==> config.mk <==
export PLATFORM = sky130hd
export DESIGN_NAME = intack_master
export DESIGN_NICKNAME = d
export VERILOG_FILES = /design/src/rtl/intack_master_pkg.sv /design/src/rtl/intack_master_phase_timer.sv /design/src/rtl/intack_master.sv
export SDC_FILE = /design/constraint.sdc
export NUM_CORES = 1
export LEC_CHECK = 0
export CAP_MARGIN = 20
export CORE_MARGIN = 1
export CORE_UTILIZATION = 51
export DETAILED_ROUTE_END_ITERATION = 7
export GPL_ROUTABILITY_DRIVEN = 0
export PLACE_DENSITY = 0.84
export SLEW_MARGIN = 10
export SYNTH_ARGS = -nofsm -noshare
export SYNTH_HDL_FRONTEND = slang
export SYNTH_SLANG_ARGS = --single-unit
==> constraint.sdc <==
create_clock -name clock -period 1.8 [get_ports clock]
set_input_delay 0.27 -clock clock [delete_from_list [all_inputs] [get_ports clock]]
set_output_delay 0.27 -clock clock [all_outputs]
set_load 0.005 [all_outputs]
==> src/rtl/intack_master_pkg.sv <==
// Shared types and constants for the interrupt-acknowledge master.
package KF8259_Common_Package;

    typedef enum logic [1:0] {
        ST_IDLE    = 2'd0,
        ST_ASSERT  = 2'd1,
        ST_RELEASE = 2'd2,
        ST_HOLD    = 2'd3
    } intack_state_e;

    localparam logic [7:0] CALL_OPCODE  = 8'hCD;
    localparam int         PULSES_8086  = 2;
    localparam int         PULSES_MCS80 = 3;

    function automatic logic [1:0] last_pulse(input logic is_8086);
        return is_8086 ? 2'(PULSES_8086 - 1) : 2'(PULSES_MCS80 - 1);
    endfunction

endpackage

==> src/rtl/intack_master_phase_timer.sv <==
// Loadable phase down-counter; tc is high while the count sits at zero.
module intack_phase_timer #(
    parameter int WIDTH = 3
) (
    input  logic             clock,
    input  logic             reset,
    input  logic             load,
    input  logic [WIDTH-1:0] load_value,
    output logic             tc
);

    logic [WIDTH-1:0] count_q, count_d;

    always_comb begin
        count_d = count_q;
        if (load)
            count_d = load_value;
        else if (count_q != '0)
            count_d = count_q - WIDTH'(1);
    end

    always_ff @(posedge clock or posedge reset) begin
        if (reset) count_q <= '0;
        else       count_q <= count_d;
    end

    assign tc = (count_q == '0);

endmodule

==> src/rtl/intack_master.sv <==
// INTA sequencer for 8086 (2 pulses) and MCS-80 (3 pulses) acknowledge cycles.
// Define INTACK_OPCODE_CHECK_EN to check the MCS-80 CALL opcode on the first pulse.
//
// state   | meaning
// IDLE    | waiting for enable & interrupt
// ASSERT  | INTA low; bus captured on the last low clock
// RELEASE | INTA high gap between pulses
// HOLD    | vector_valid held until vector_ready
module intack_master
    import KF8259_Common_Package::*;
#(
    parameter int INTA_LOW_CYCLES  = 4,
    parameter int INTA_HIGH_CYCLES = 2
) (
    input  logic        clock,
    input  logic        reset,
    input  logic        interrupt,
    input  logic        enable,
    input  logic        mode_8086,
    input  logic [7:0]  data_bus_in,
    input  logic        vector_ready,
    output logic        interrupt_acknowledge_n,
    output logic        busy,
    output logic        vector_valid,
    output logic [7:0]  vector,
    output logic [15:0] call_address,
    output logic        protocol_error
);

    localparam int MAX_CYC = (INTA_LOW_CYCLES > INTA_HIGH_CYCLES) ? INTA_LOW_CYCLES : INTA_HIGH_CYCLES;
    localparam int CNT_W   = $clog2(MAX_CYC + 1);
    localparam logic [CNT_W-1:0] LOW_LOAD  = CNT_W'(INTA_LOW_CYCLES - 1);
    localparam logic [CNT_W-1:0] HIGH_LOAD = CNT_W'(INTA_HIGH_CYCLES - 1);

    intack_state_e state_q, state_d;
    logic          inta_n_q, inta_n_d;
    logic          mode_q, mode_d;
    logic [1:0]    idx_q, idx_d;
    logic [7:0]    byte1_q, byte1_d;
    logic [7:0]    byte2_q, byte2_d;
    logic          valid_q, valid_d;
    logic [7:0]    vector_q, vector_d;
    logic [15:0]   ca_q, ca_d;
    logic          perr_q, perr_d;

    logic             timer_load;
    logic [CNT_W-1:0] timer_value;
    logic             timer_tc;

    intack_phase_timer #(.WIDTH(CNT_W)) u_timer (
        .clock      (clock),
        .reset      (reset),
        .load       (timer_load),
        .load_value (timer_value),
        .tc         (timer_tc)
    );

    always_comb begin
        state_d     = state_q;
        inta_n_d    = inta_n_q;
        mode_d      = mode_q;
        idx_d       = idx_q;
        byte1_d     = byte1_q;
        byte2_d     = byte2_q;
        valid_d     = valid_q;
        vector_d    = vector_q;
        ca_d        = ca_q;
        perr_d      = perr_q;
        timer_load  = 1'b0;
        timer_value = LOW_LOAD;

        case (state_q)
            ST_IDLE: begin
                if (enable && interrupt) begin
                    state_d    = ST_ASSERT;
                    mode_d     = mode_8086;
                    idx_d      = 2'd0;
                    perr_d     = 1'b0;
                    inta_n_d   = 1'b0;
                    timer_load = 1'b1;
                end
            end
            ST_ASSERT: begin
                if (timer_tc) begin
                    if (idx_q == 2'd1) byte1_d = data_bus_in;
                    if (idx_q == 2'd2) byte2_d = data_bus_in;
`ifdef INTACK_OPCODE_CHECK_EN
                    if (idx_q == 2'd0 && !mode_q && data_bus_in != CALL_OPCODE)
                        perr_d = 1'b1;
`endif
                    inta_n_d    = 1'b1;
                    state_d     = ST_RELEASE;
                    timer_load  = 1'b1;
                    timer_value = HIGH_LOAD;
                end
            end
            ST_RELEASE: begin
                if (timer_tc) begin
                    if (perr_q) begin
                        state_d = ST_IDLE;
                    end else if (idx_q == last_pulse(mode_q)) begin
                        state_d  = ST_HOLD;
                        valid_d  = 1'b1;
                        vector_d = byte1_q;
                        ca_d     = mode_q ? 16'h0000 : {byte2_q, byte1_q};
                    end else begin
                        idx_d      = idx_q + 2'd1;
                        state_d    = ST_ASSERT;
                        inta_n_d   = 1'b0;
                        timer_load = 1'b1;
                    end
                end
            end
            ST_HOLD: begin
                if (vector_ready) begin
                    valid_d = 1'b0;
                    state_d = ST_IDLE;
                end
            end
            default: state_d = ST_IDLE;
        endcase
    end

    always_ff @(posedge clock or posedge reset) begin
        if (reset) begin
            state_q  <= ST_IDLE;
            inta_n_q <= 1'b1;
            mode_q   <= 1'b0;
            idx_q    <= 2'd0;
            byte1_q  <= 8'h00;
            byte2_q  <= 8'h00;
            valid_q  <= 1'b0;
            vector_q <= 8'h00;
            ca_q     <= 16'h0000;
            perr_q   <= 1'b0;
        end else begin
            state_q  <= state_d;
            inta_n_q <= inta_n_d;
            mode_q   <= mode_d;
            idx_q    <= idx_d;
            byte1_q  <= byte1_d;
            byte2_q  <= byte2_d;
            valid_q  <= valid_d;
            vector_q <= vector_d;
            ca_q     <= ca_d;
            perr_q   <= perr_d;
        end
    end

    assign interrupt_acknowledge_n = inta_n_q;
    assign busy                    = (state_q != ST_IDLE);
    assign vector_valid            = valid_q;
    assign vector                  = vector_q;
    assign call_address            = ca_q;
`ifdef INTACK_OPCODE_CHECK_EN
    assign protocol_error          = perr_q;
`else
    assign protocol_error          = 1'b0;
`endif

endmodule

**Run 1: wire density map**

14 x 14 tiles, from black (low) to pale yellow (high), scaled to the fullest tile. Values are wire area over tile area, all layers added.
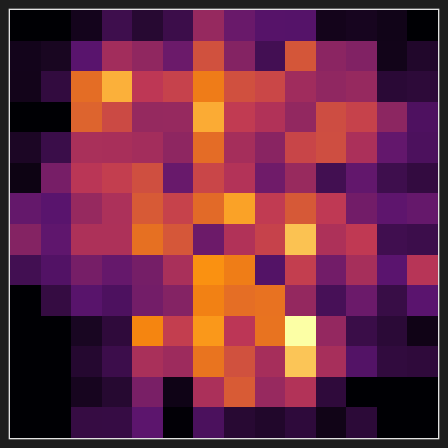
emptiest ninth of the die: lower left
tiles over half the peak: 24%
fullest tile: 0.41

**Run 1: metal 1**

Supply wires on this layer in grey.
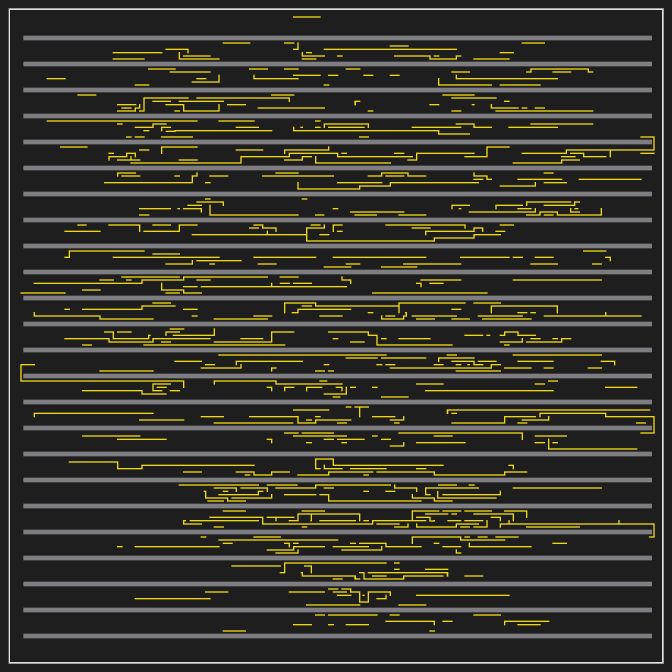
wire length on this layer: 1870 um
share of all routed wire: 46%
longest straight run: 21.2 um
main direction: horizontal
nets with wire on the layer: 225
routed vias: 1490
Post-Route WL: 4.03 mm

**Run 1: placement view**

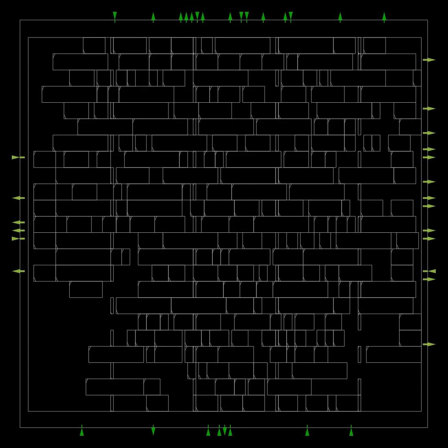
Rows: 23
Core Region: 0.00412 sq mm
TAP cells: 50
final std cells w/o fill: 286
fin util: 69.3%

**Run 1: signal wires by layer**

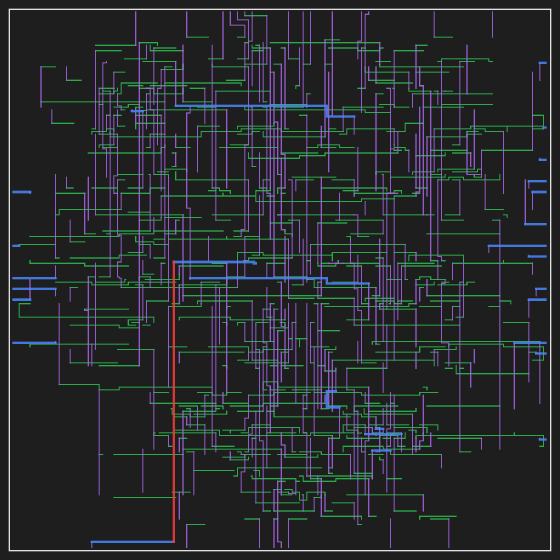
| layer | colour | wire length |
|---|---|---|
| M3 | blue | 129 um |
| M4 | red | 35.4 um |
| M2 | purple | 2000 um |
| M1 | green | 1870 um |
total track usage: 19.6%
Avg WL per Cell: 14.1 um

[run 1: kinds of logic (layout without fill, tap and decap cells)]
| family | count (synthesis) | in the layout | share of synthesized area [%] |
|---|---|---|---|
| buffers and inverters | 17 | 66 | 3.97 |
| AND/OR/NAND/NOR | 58 | 58 | 14.9 |
| AND-OR/OR-AND | 28 | 29 | 7.44 |
| adder cells (fa/ha/maj) | 4 | 4 | 2.24 |
| multiplexers | 27 | 27 | 14.9 |
| flip-flops | 50 | 50 | 56.0 |
| other | 1 | 1 | 0.168 |
| XOR/XNOR | 1 | 1 | 0.392 |
[run 1: metal layers]
metal	wire [um]	global-route usage [%]
met1	1870	25.9
met3	128	5.00
met4	35	7.81
met5	0	0
met2	2000	30.9
[run 1: stage by stage]
| stage | setup slack, ps | power [mW] | std cells | hold slack (ps) |
|---|---|---|---|---|
| floorplan | 278 | 2.80 | 186 | 391 |
| global placement | 12.2 | 3.39 | 277 | 465 |
| detailed placement | -59.8 | 3.46 | 277 | 478 |
| CTS | 14.9 | 4.11 | 286 | 251 |
| global route | 14.3 | 4.42 | 286 | 262 |
| finish | 89.4 | 4.10 | 286 | 243 |
[run 1: final cells by class]
type	count	area [sq um]
Clock buffer	5	68.8
Clock inverter	2	15.0
Fill cell	311	1260
Inverter	7	26.3
Multi-Input combinational cell	120	925
Sequential cell	50	1250
Tap cell	50	62.6
Timing Repair Buffer	52	503
[run 1: worst paths after layout]
| check | startpoint | endpoint | slack [ps] | cells past startpoint |
|---|---|---|---|---|
| setup / recovery | state_q[0]$_DFFE_PP0P_ | busy | 90 | 4 |
| hold / removal | reset | byte2_q[3]$_DFFE_PP0P_ | 240 | 2 |
| setup reg to reg | mode_q$_DFFE_PP0P_ | vector[3]$_DFFE_PP0P_ | 110 | 3 |
| hold reg to reg | call_address[2]$_DFFE_PP0P_ | call_address[2]$_DFFE_PP0P_ | 490 | 2 |
| max in group asynchronous | reset | vector[2]$_DFFE_PP0P_ | 1060 | 3 |
| min in group clock | call_address[2]$_DFFE_PP0P_ | call_address[2]$_DFFE_PP0P_ | 490 | 2 |
[run 1: state kept, by name (all words and copies together), names as in the netlist]
register / flops
idx_q: 2
interrupt_acknowledge_n: 1
call_address: 16
vector: 8
u_timer.count_q: 3
mode_q: 1
state_q: 2
byte1_q: 8
byte2_q: 8
vector_valid: 1
[run 1: synthesized netlist by cell type (all sizes together)]
cell type | count | area, sq um
and3b | 1 | 8.76
nand2b | 16 | 100
xnor2 | 1 | 8.76
inv | 7 | 26.3
a31o | 2 | 17.5
buf | 7 | 50.1
and4bb | 2 | 28.8
mux2 | 26 | 323
nor4 | 1 | 6.26
a21oi | 2 | 10.0
nand2 | 25 | 109
nor2b | 1 | 6.26
o2bb2ai | 1 | 8.76
nor3b | 1 | 18.8
ha | 4 | 50.1
or2 | 2 | 12.5
o21ai | 19 | 98.9
nand3 | 1 | 5.00
dfrtp | 49 | 1230
nand3b | 2 | 15.0
a31oi | 1 | 6.26
a41oi | 1 | 8.76
conb | 1 | 3.75
a21o | 1 | 7.51
mux2i | 1 | 10.0
a32oi | 1 | 8.76
dfstp | 1 | 26.3
nor2 | 6 | 22.5
clkbuf | 3 | 12.5
==> impl_metrics.toml, run 1 <==
# generated from flow reports
[synth]
synth.distinct_cells = 36
ys_cells = 186
avgSynthCellArea_sq_um = 12.0

[critical_path]
critPathLaunchType = "flop"
critPathSlowestCell = "clkdlybuf4s50_1"
crit_type = "reg -> out"
arrival_ps = 1440

[power]
powerDensity_mw_per_mm2 = 1440
seq_power_share_pct = 45.2
max-vdd-ir-drop_mv = 0.655
p_leak_nw = 1.30

[final_timing]
tns_ps = 0
fin_crit_sh_pct = 95.0
period_needed_ps = 1710
grt_setup_unrepaired = "no"
relSlewSlack_pct = 53.1
maxSlewViolCount = 0
worst_pin_slew_ps = 703
setup_violations = 0

[final_layout]
drive_gt1_share_pct = 25.8
layout_top_cells = "dfrtp_1, clkdlybuf4s50_1, nand2_1"
stdcell_area_sq_mm = 0.00285

[clock_tree]
cts_tree = "yes"
cts_resized = 0
cts.sinks = 50
cts_root_buffer = "clkbuf_8"
clkTransAtPathRegs_ps = 90

[outcome]
status = "finished clean"

[global_route]
gr-total-overflow = 0
antenna_found_initial = 0
grt_max_degree = 25

[place]
port_buffers = 40
post_dp_cell_area_sq_mm = 0.00274

[routing]
drtIter0Drc = 59
antenna_left = 0
drc = 0

[flow_run]
warnings = 28

[floorplan]
die_w_um = 68.2
die_area_sq_mm = 0.00465

[worst_hold_path]
min_path_type = "in -> async"
==> run 1 -> run 2 <==
CORE_MARGIN = unset   (was 1)
TNS_END_PERCENT = 100   (was unset)
**Run 2: metal 1**

Supply wires on this layer in grey.
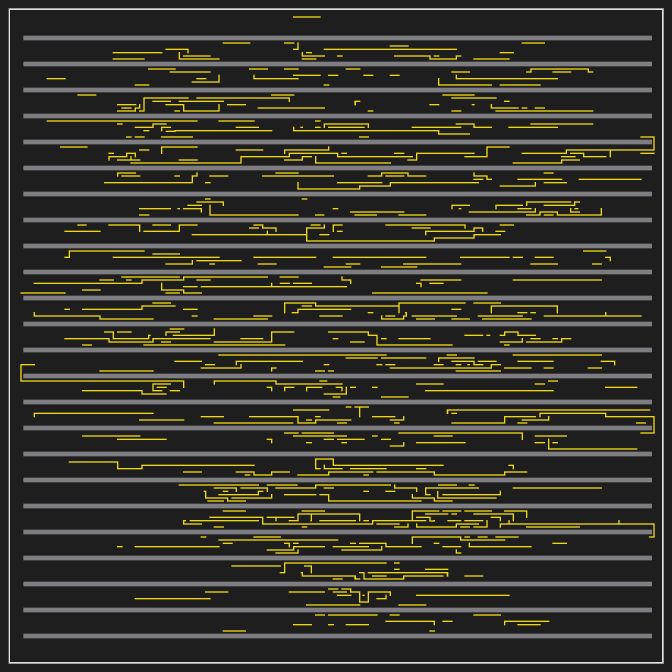
main direction: horizontal
nets with wire on the layer: 225
longest straight run: 21.2 um
wire length on this layer: 1870 um
GR Util met1: 25.9%

==> run 2 against run 1 <==
Effect of this change: setup slack did not move; critical path depth did not move; count of clock-buffer cells in the layout did not move; sequential power barely moved; routed wire length did not move; clock skew did not move; die area did not move; non-clock buffer count did not move; sequential cell count did not move.
==> impl_metrics.toml, run 2 <==
# generated from flow reports
[clock_tree]
cts_root_buffer = "clkbuf_8"

[power]
p_leak_nw = 1.30
powerDensity_mw_per_mm2 = 1440
power.total_mw = 4.10
seq_power_share_pct = 45.2

[synth]
yosysTopAreaCell = "dfrtp_1"
most_common_cell = "dfrtp_1"
ys.flop_type = "dfrtp_1"
async_flop_share_pct = 100
yosysTopAreaCellShare_pct = 54.8
edf_count = 0

[global_route]
grt.total_usage_pct = 19.6
gr-total-overflow = 0

[final_layout]
postLayoutCoreUtil_pct = 69.3
final_cells = 286
largest_reg_flops = 16
logic_area_sq_um = 925

[final_timing]
relSlewSlack_pct = 53.1
fin_crit_sh_pct = 95.0
grt_setup_unrepaired = "no"
postLayoutSetupSlackWorst_ps = 89.4
worst_pin_slew_ps = 703
setup_violations = 0
whs_ps = 243
tns_ps = 0
period_needed_ps = 1710

[outcome]
status = "finished clean"

[place]
post_dp_cell_area_sq_mm = 0.00274
dp.cells = 277
port_buffers = 40

[routing]
drtIter0Drc = 59
vias = 1490
detail_route.wl_per_cell_um = 14.1
drc = 0

[floorplan]
core_area_sq_mm = 0.00412
die_area_sq_mm = 0.00465
die_w_um = 68.2

[flow_run]
warnings = 28

[critical_path]
crit_type = "reg -> out"
arrival_ps = 1440
**Run 2: placement view**

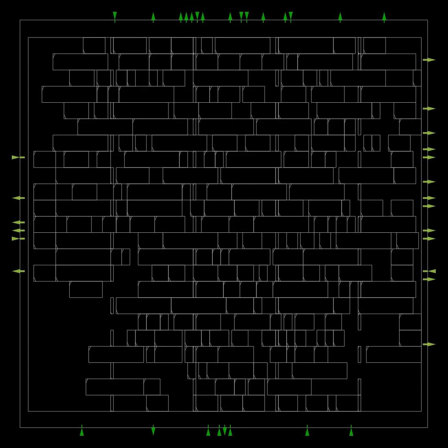
flop share of the area: 43.9%
Fillers: 311

run 2: cell counts after synthesis:
Identical to the previous run, type by type.
run 2: critical path: cells and delay by family, from the launching register on:
kind,cells,cell delay [ps]
flops,1,390
simple gates,1,110
buf+inv,3,640
run 2: logic make-up after synthesis:
kind of cell,Yosys count,synth area share (%)
fa+ha+maj,4,2.24
simple gates,58,14.9
other cells,1,0.168
buf+inv,17,3.97
xor+xnor,1,0.392
flops,50,56.0
compound gates,28,7.44
mux,27,14.9
run 2: final cells by class:
type	count	area share, %
Sequential cell	50	43.9
Multi-Input combinational cell	120	32.4
Timing Repair Buffer	52	17.6
Clock buffer	5	2.41
Tap cell	50	2.19
Inverter	7	0.921
Clock inverter	2	0.526
run 2: path summary, 6_finish.rpt:
check	from	to	slack, ps	cells past startpoint
worst max-delay path	state_q[0]$_DFFE_PP0P_	busy	90	4
min in group clock	call_address[2]$_DFFE_PP0P_	call_address[2]$_DFFE_PP0P_	490	2
worst min register to register	call_address[2]$_DFFE_PP0P_	call_address[2]$_DFFE_PP0P_	490	2
worst min-delay path	reset	byte2_q[3]$_DFFE_PP0P_	240	2
max in group asynchronous	reset	vector[2]$_DFFE_PP0P_	1060	3
worst max register to register	mode_q$_DFFE_PP0P_	vector[3]$_DFFE_PP0P_	110	3
run 2: what timing repair did:
action                                  CTS  global route
cloned                                    1             0
gates resized                             0             4
pin swaps                                 1             0
endpoints found under the setup margin   13             3
setup buffers                             1             0
run 2: metal layers:
metal  vias to the layer above  global-route usage, %  share of wire (%)
li1                        722                      -                  -
met1                       729                   25.9                 46
met2                        37                   30.9                 50
met3                         2                   5.00                3.2
met4                         0                   7.81               0.87
met5                         -                      0                  0
run 2: power groups by stage:
stage | clock, mW | sequential, mW | combinational, mW
after global placement | 0 | 1.86 | 1.53
after CTS | 0.635 | 1.85 | 1.63
after global routing | 0.682 | 1.92 | 1.82
after floorplan | 0 | 1.80 | 0.997
final | 0.613 | 1.85 | 1.63
after detailed placement | 0 | 1.88 | 1.58
==> run 2 -> run 3 <==
GPL_ROUTABILITY_DRIVEN = unset   (was 0)
**Run 3: wire density map**

14 x 14 tiles, from black (low) to pale yellow (high), scaled to the fullest tile. Values are wire area over tile area, all layers added.
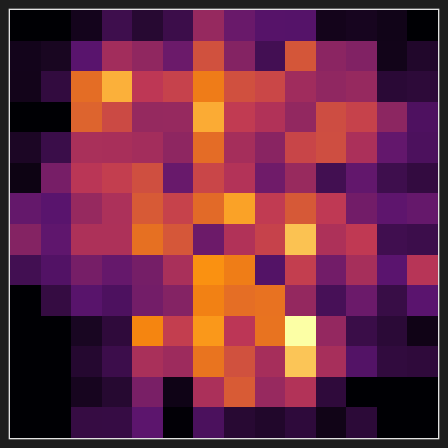
mean over tiles: 0.13
emptiest ninth of the die: lower left
fullest tile: 0.41
tiles over half the peak: 24%

==> run 3 against run 2 <==
Effect of this change: total power stayed put; synthesized cell count stayed put; largest power group unchanged; area after synthesis stayed put; sequential cell count stayed put.
==> impl_metrics.toml, run 3 <==
# generated from flow reports
[critical_path]
cp-end-kind = "primary output"
reg2reg_from = "mode_q$_DFFE_PP0P_"
r2r_slack_ps = 110
path_buffers = 3
r2r.worst_path.cells = 3
arrival_ps = 1440
crit_type = "reg -> out"
crit_fanout = 4
critPathLaunchType = "flop"
crit_family = "buffers and inverters"
reg2reg_to = "vector[3]$_DFFE_PP0P_"

[synth]
yosysTopAreaCell = "dfrtp_1"
fp_nets = 204
ys.flop_type = "dfrtp_1"
ys_cells = 186
edf_count = 0
most_common_cell = "dfrtp_1"
async_flop_share_pct = 100

[final_layout]
nets = 254
largest_reg_flops = 16

[final_timing]
postLayoutSetupSlackWorst_ps = 89.4
relSlewSlack_pct = 53.1
worst_pin_slew_ps = 703
grt_setup_unrepaired = "no"
setup_violations = 0
fin_crit_sh_pct = 95.0
period_needed_ps = 1710

[routing]
vias = 1490
drtIter0Drc = 59
drc = 0
detail_route.wl_per_cell_um = 14.1

[clock_tree]
cts_tree = "yes"
clock_path_buffers = 2
cts_root_buffer = "clkbuf_8"
clkTransAtPathRegs_ps = 90

[floorplan]
die_area_sq_mm = 0.00465
die-height_um = 68.2
die_w_um = 68.2
core_area_sq_mm = 0.00412

[global_route]
grt.total_usage_pct = 19.6
gr-total-overflow = 0

[power]
power.total_mw = 4.10
p_leak_nw = 1.30
powerDensity_mw_per_mm2 = 1440
seq_power_share_pct = 45.2
p_sw_mw = 1.27

[place]
post_dp_cell_area_sq_mm = 0.00274
port_buffers = 40

[outcome]
status = "finished clean"

[flow_run]
warnings = 28
**Run 3: placed cells, one colour a class**

Bar = 20 um. Fill, decap, tap and diode cells in grey.
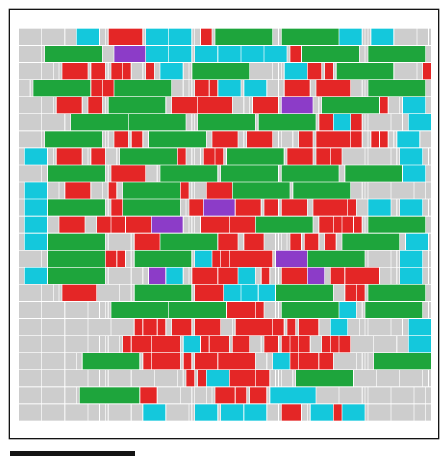
| class | colour | cells |
|---|---|---|
| remaining logic cells | red | 127 |
| remaining buffers and delay cells | cyan | 52 |
| registers | green | 50 |
| clock drivers and dummy loads | purple | 7 |

-- run 3: area by class of cell --
type / instances / area (sq um)
multi-input combinational: 120 / 925
sequential: 50 / 1250
fill: 311 / 1260
tap: 50 / 62.6
clock inverter: 2 / 15.0
clock buffer: 5 / 68.8
inverter: 7 / 26.3
timing repair buffer: 52 / 503
-- run 3: worst max path at each step --
stage	slack [ps]	startpoint	to	depth (start not counted)
floorplan	280	u_timer.count_q[0]$_DFFE_PP0P_	vector[0]$_DFFE_PP0P_	6
global placement	10	mode_q$_DFFE_PP0P_	vector[6]$_DFFE_PP0P_	3
detailed placement	-60	mode_q$_DFFE_PP0P_	call_address[0]$_DFFE_PP0P_	4
CTS	10	state_q[0]$_DFFE_PP0P_	busy	4
global route	10	mode_q$_DFFE_PP0P_	call_address[15]$_DFFE_PP0P_	5
finish	90	state_q[0]$_DFFE_PP0P_	busy	4
-- run 3: stage by stage --
step | instances | hold WS [ps] | utilization [%] | setup TNS, ps
floorplan | 186 | 391 | - | 0
global placement | 277 | 465 | 66.6 | 0
detailed placement | 277 | 478 | 66.6 | -530
CTS | 286 | 251 | 69.0 | 0
global route | 286 | 262 | 69.3 | 0
finish | 286 | 243 | 69.3 | 0
-- run 3: routing by layer --
metal,vias to the layer above,wire length [um],share of wire [%],GRT usage (%)
met1,729,1870,46,25.9
met3,2,128,3.2,5.00
met2,37,2000,50,30.9
met4,0,35,0.87,7.81
met5,-,0,0,0
li1,722,-,-,-
-- run 3: timing repair --
action,in CTS,in global routing
setup endpoints to repair,13,3
gates resized,0,4
cloned,1,0
setup buffers,1,0
pin swaps,1,0
-- run 3: logic make-up after synthesis --
| family | share of synthesized area [%] |
|---|---|
| AND/OR/NAND/NOR | 14.9 |
| flip-flops | 56.0 |
| AND-OR/OR-AND | 7.44 |
| multiplexers | 14.9 |
| buffers and inverters | 3.97 |
| adder cells (fa/ha/maj) | 2.24 |
| other | 0.168 |
| XOR/XNOR | 0.392 |
-- run 3: power by group through the flow --
stage	combinational, mW	sequential (mW)	clock (mW)
floorplan	0.997	1.80	0
global placement	1.53	1.86	0
detailed placement	1.58	1.88	0
CTS	1.63	1.85	0.635
global route	1.82	1.92	0.682
finish	1.63	1.85	0.613
-- run 3: worst register-to-register path, delay by kind of cell (launching register included) --
family,cells,cell delay [ps]
compound gates,1,550
flops,1,430
mux,1,360
simple gates,1,250
Power is estimated from default activity; no workload was simulated.
